`src/rtl/mm_counter_game.sv`:
```
// Multi-mode game counter with win/loss tallies and an IDLE/PLAY/OVER game FSM.
// Define MMC_SATURATE_EN to clamp steps at 0/max instead of wrapping modulo 2**WIDTH.
module mm_counter_game #(
    parameter int WIDTH      = 4,
    parameter int TALLY_W    = 4,
    parameter int RST_VAL    = 7,
    parameter int STEP_SMALL = 1,
    parameter int STEP_BIG   = 2,
    parameter int WIN_GOAL   = 15,
    parameter int LOSE_GOAL  = 15
) (
    input  logic               dclk,
    input  logic               rst,
    input  logic               start,
    input  logic               en,
    input  logic               INIT,
    input  logic [WIDTH-1:0]   inval,
    input  logic [1:0]         ctrl,
    output logic [WIDTH-1:0]   count,
    output logic [TALLY_W-1:0] W_count,
    output logic [TALLY_W-1:0] L_count,
    output logic               winner,
    output logic               loser,
    output logic               gameover
);

    localparam logic [WIDTH-1:0]   MAX_VAL   = '1;
    localparam logic [WIDTH-1:0]   RST_T     = WIDTH'(RST_VAL);
    localparam logic [WIDTH-1:0]   SMALL_N   = WIDTH'(STEP_SMALL);
    localparam logic [WIDTH-1:0]   BIG_N     = WIDTH'(STEP_BIG);
    localparam logic [TALLY_W-1:0] WIN_T     = TALLY_W'(WIN_GOAL);
    localparam logic [TALLY_W-1:0] LOSE_T    = TALLY_W'(LOSE_GOAL);

    typedef enum logic [1:0] {
        IDLE = 2'd0,
        PLAY = 2'd1,
        OVER = 2'd2
    } state_t;

    state_t state, nextState;

    logic [WIDTH-1:0]   stepN;
    logic [WIDTH-1:0]   stepped;
    logic [WIDTH-1:0]   countNext;
    logic [TALLY_W-1:0] wInc, lInc;
    logic [TALLY_W-1:0] wNext, lNext;
    logic               winnerNext, loserNext;

    assign stepN = ctrl[0] ? BIG_N : SMALL_N;
    assign wInc  = W_count + 1'b1;
    assign lInc  = L_count + 1'b1;

`ifdef MMC_SATURATE_EN
    logic [WIDTH:0] upSum, downDiff;

    // The extra top bit is the carry (up) or borrow (down) that triggers the clamp.
    always_comb begin
        upSum    = {1'b0, count} + {1'b0, stepN};
        downDiff = {1'b0, count} - {1'b0, stepN};
        if (ctrl[1])
            stepped = downDiff[WIDTH] ? '0 : downDiff[WIDTH-1:0];
        else
            stepped = upSum[WIDTH] ? MAX_VAL : upSum[WIDTH-1:0];
    end
`else
    assign stepped = ctrl[1] ? (count - stepN) : (count + stepN);
`endif

    // Tallies look at the pre-edge count, so INIT never suppresses a win/loss this cycle.
    always_comb begin
        nextState  = state;
        countNext  = count;
        wNext      = W_count;
        lNext      = L_count;
        winnerNext = winner;
        loserNext  = loser;
        case (state)
            IDLE: begin
                if (INIT) begin
                    countNext = inval;
                    nextState = PLAY;
                end else if (start) begin
                    nextState = PLAY;
                end
            end
            PLAY: begin
                if (en) begin
                    countNext = INIT ? inval : stepped;
                    if (count == MAX_VAL) begin
                        wNext = wInc;
                        if (wInc == WIN_T) begin
                            winnerNext = 1'b1;
                            nextState  = OVER;
                        end
                    end
                    if (count == '0) begin
                        lNext = lInc;
                        if (lInc == LOSE_T) begin
                            loserNext = 1'b1;
                            nextState = OVER;
                        end
                    end
                end
            end
            OVER: begin
                if (INIT) begin
                    countNext  = inval;
                    wNext      = '0;
                    lNext      = '0;
                    winnerNext = 1'b0;
                    loserNext  = 1'b0;
                    nextState  = PLAY;
                end
            end
            default: nextState = IDLE;
        endcase
    end

    always_ff @(posedge dclk) begin
        if (rst) begin
            state   <= IDLE;
            count   <= RST_T;
            W_count <= '0;
            L_count <= '0;
            winner  <= 1'b0;
            loser   <= 1'b0;
        end else begin
            state   <= nextState;
            count   <= countNext;
            W_count <= wNext;
            L_count <= lNext;
            winner  <= winnerNext;
            loser   <= loserNext;
        end
    end

    assign gameover = (state == OVER);

endmodule
```
`config.mk`:
```
export PLATFORM = sky130hd
export DESIGN_NAME = mm_counter_game
export DESIGN_NICKNAME = d
export VERILOG_FILES = /design/src/rtl/mm_counter_game.sv
export SDC_FILE = /design/constraint.sdc
export NUM_CORES = 1
export LEC_CHECK = 0
export CAP_MARGIN = 20
export CORE_ASPECT_RATIO = 1.1
export CORE_MARGIN = 4
export CORE_UTILIZATION = 35
export CTS_BUF_LIST = sky130_fd_sc_hd__clkbuf_8 sky130_fd_sc_hd__clkbuf_16
export DETAILED_ROUTE_END_ITERATION = 7
export GPL_ROUTABILITY_DRIVEN = 0
export SLEW_MARGIN = 20
export SYNTH_ARGS = -nofsm -noshare
export SYNTH_HDL_FRONTEND = slang
export SYNTH_SLANG_ARGS = --single-unit
```
`constraint.sdc`:
```
create_clock -name dclk -period 2.83 [get_ports dclk]
set_clock_uncertainty 0.15 [all_clocks]
set_input_delay 0.566 -clock dclk [delete_from_list [all_inputs] [get_ports dclk]]
set_output_delay 0.566 -clock dclk [all_outputs]
set_load 0.01 [all_outputs]
```
==> impl_metrics.json <==
{
  "status": "finished, final reports clean",
  "yosys_warnings": 0,
  "syn_area_per_cell_um2": 8.15,
  "antennaDiodeCount": 0,
  "grt_pass1_wl_um": 4060,
  "ff_type": "dfxtp_1",
  "post_cts_buffers": 0,
  "async_flop_share_pct": 0,
  "cts_tree": "yes",
  "wl_um": 2430,
  "synthMuxAreaShare_pct": 0.938,
  "worstPathRequired_ns": 2.82,
  "drc_errors": 0,
  "worst_ep_arrival_time_ns": 2.17,
  "slew_headroom_pct": 55.2,
  "ys_sh_aoi_pct": 24.4,
  "cts_hold_buf": 0,
  "setup_viol": 0,
  "io_pins": 26,
  "area_growth_pct": 31.8,
  "cts_root_buf": "clkbuf_8",
  "fp_util_pct": 37.4,
  "via_per_inst": 5.27,
  "cts.clk_slew.worst_paths_ns": 0.07,
  "fmax_mhz": 459,
  "lay_top_cells": "clkdlybuf4s50_1, nor2_1, dfxtp_1, a21oi_1, o21ai_0",
  "port_buffers": 25,
  "grt_usage_pct": 13.0,
  "first_global_vias": 950,
  "rsz0062_at_grt": "no",
  "synth_top_area_share_pct": 30.0,
  "worstSetupStartpointType": "primary input",
  "total_power_mw": 0.553,
  "warnings": 28,
  "dp_hpwl_um": 1860,
  "top_cell": "nor2_1",
  "worstSetupPathType": "primary input to flip-flop",
  "yosys.stat.seqShare_pct": 30.0,
  "lay_top_count": "clkdlybuf4s50_1",
  "nNetsFinal": 179
}
## report_power, final
part	internal, mW	switching [mW]
clock network	0.124	0.0845
logic	0.0513	0.0480
registers	0.233	0.0124
## worst paths after layout
check	cells after the start	to
worst min-delay path	2	loser
worst min register to register	2	loser
worst max register to register	6	state[1]
worst max-delay path	8	count[2]
## layer usage
metal | GRT usage (%) | share of wire (%)
met2 | 22.9 | 48
met3 | 2.73 | 4.7
met5 | 0 | 0
met1 | 15.2 | 46
met4 | 4.07 | 0.58
## per-stage QoR
step	instances	hold WS [ns]	setup slack (ns)	utilization (%)
after floorplan	131	0.386	0.910	-
after global placement	188	0.360	0.412	47.4
after detailed placement	188	0.361	0.377	47.4
after CTS	192	0.372	0.649	49.3
after global routing	192	0.401	0.547	49.3
final	192	0.372	0.653	49.3
## area by class of cell
type                       instances  area, um^2  area share (%)
tap                               33        41.3            2.94
sequential                        16         320            22.8
clock buffer                       4        55.1            3.91
multi-input combinational        104         691            49.1
inverter                           7        26.3            1.87
timing repair buffer              28         273            19.4
## registers in the layout, indices dropped and copies added, names as in the netlist
name and cells:
L_count 4, loser 1, count 4, W_count 4, winner 1, state 2
## critical path, stage by stage
cell             delay, ns
clkdlybuf4s50_1       0.42
inv_1                 0.07
ha_1                  0.16
inv_1                 0.06
fa_1                  0.37
xnor2_1               0.16
a21oi_1               0.08
a211o_1               0.28
## kinds of logic (layout without fill, tap and decap cells)
| logic type | after synthesis | after routing |
|---|---|---|
| mux | 1 | 1 |
| flops | 16 | 16 |
| fa+ha+maj | 8 | 8 |
| compound gates | 42 | 42 |
| buf+inv | 11 | 39 |
| simple gates | 51 | 51 |
| xor+xnor | 2 | 2 |
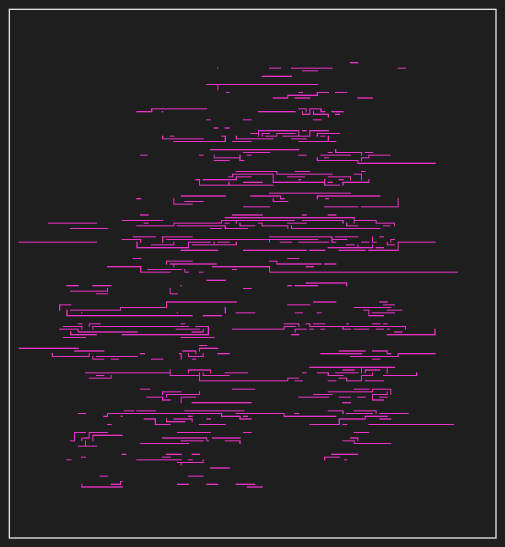
(metal 1)
Scale: 8 px per um.
main direction	horizontal
wire length on this layer	1130 um
share of all routed wire	46%
longest straight run	23.5 um
nets with wire on the layer	156

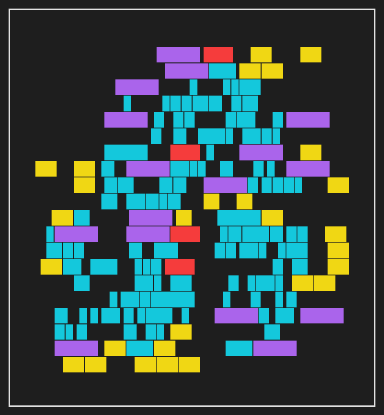
(placement by cell class)
Scale: 6 px per um.
class	color	cells	share of their area
other buffers and delay cells	yellow	28	20%
clock drivers and dummy loads	red	4	4.0%
flip-flops	purple	16	23%
all other logic	cyan	111	53%
Core Region: 2850 um^2
Seq area share: 22.8%
fin area: 1410 um^2

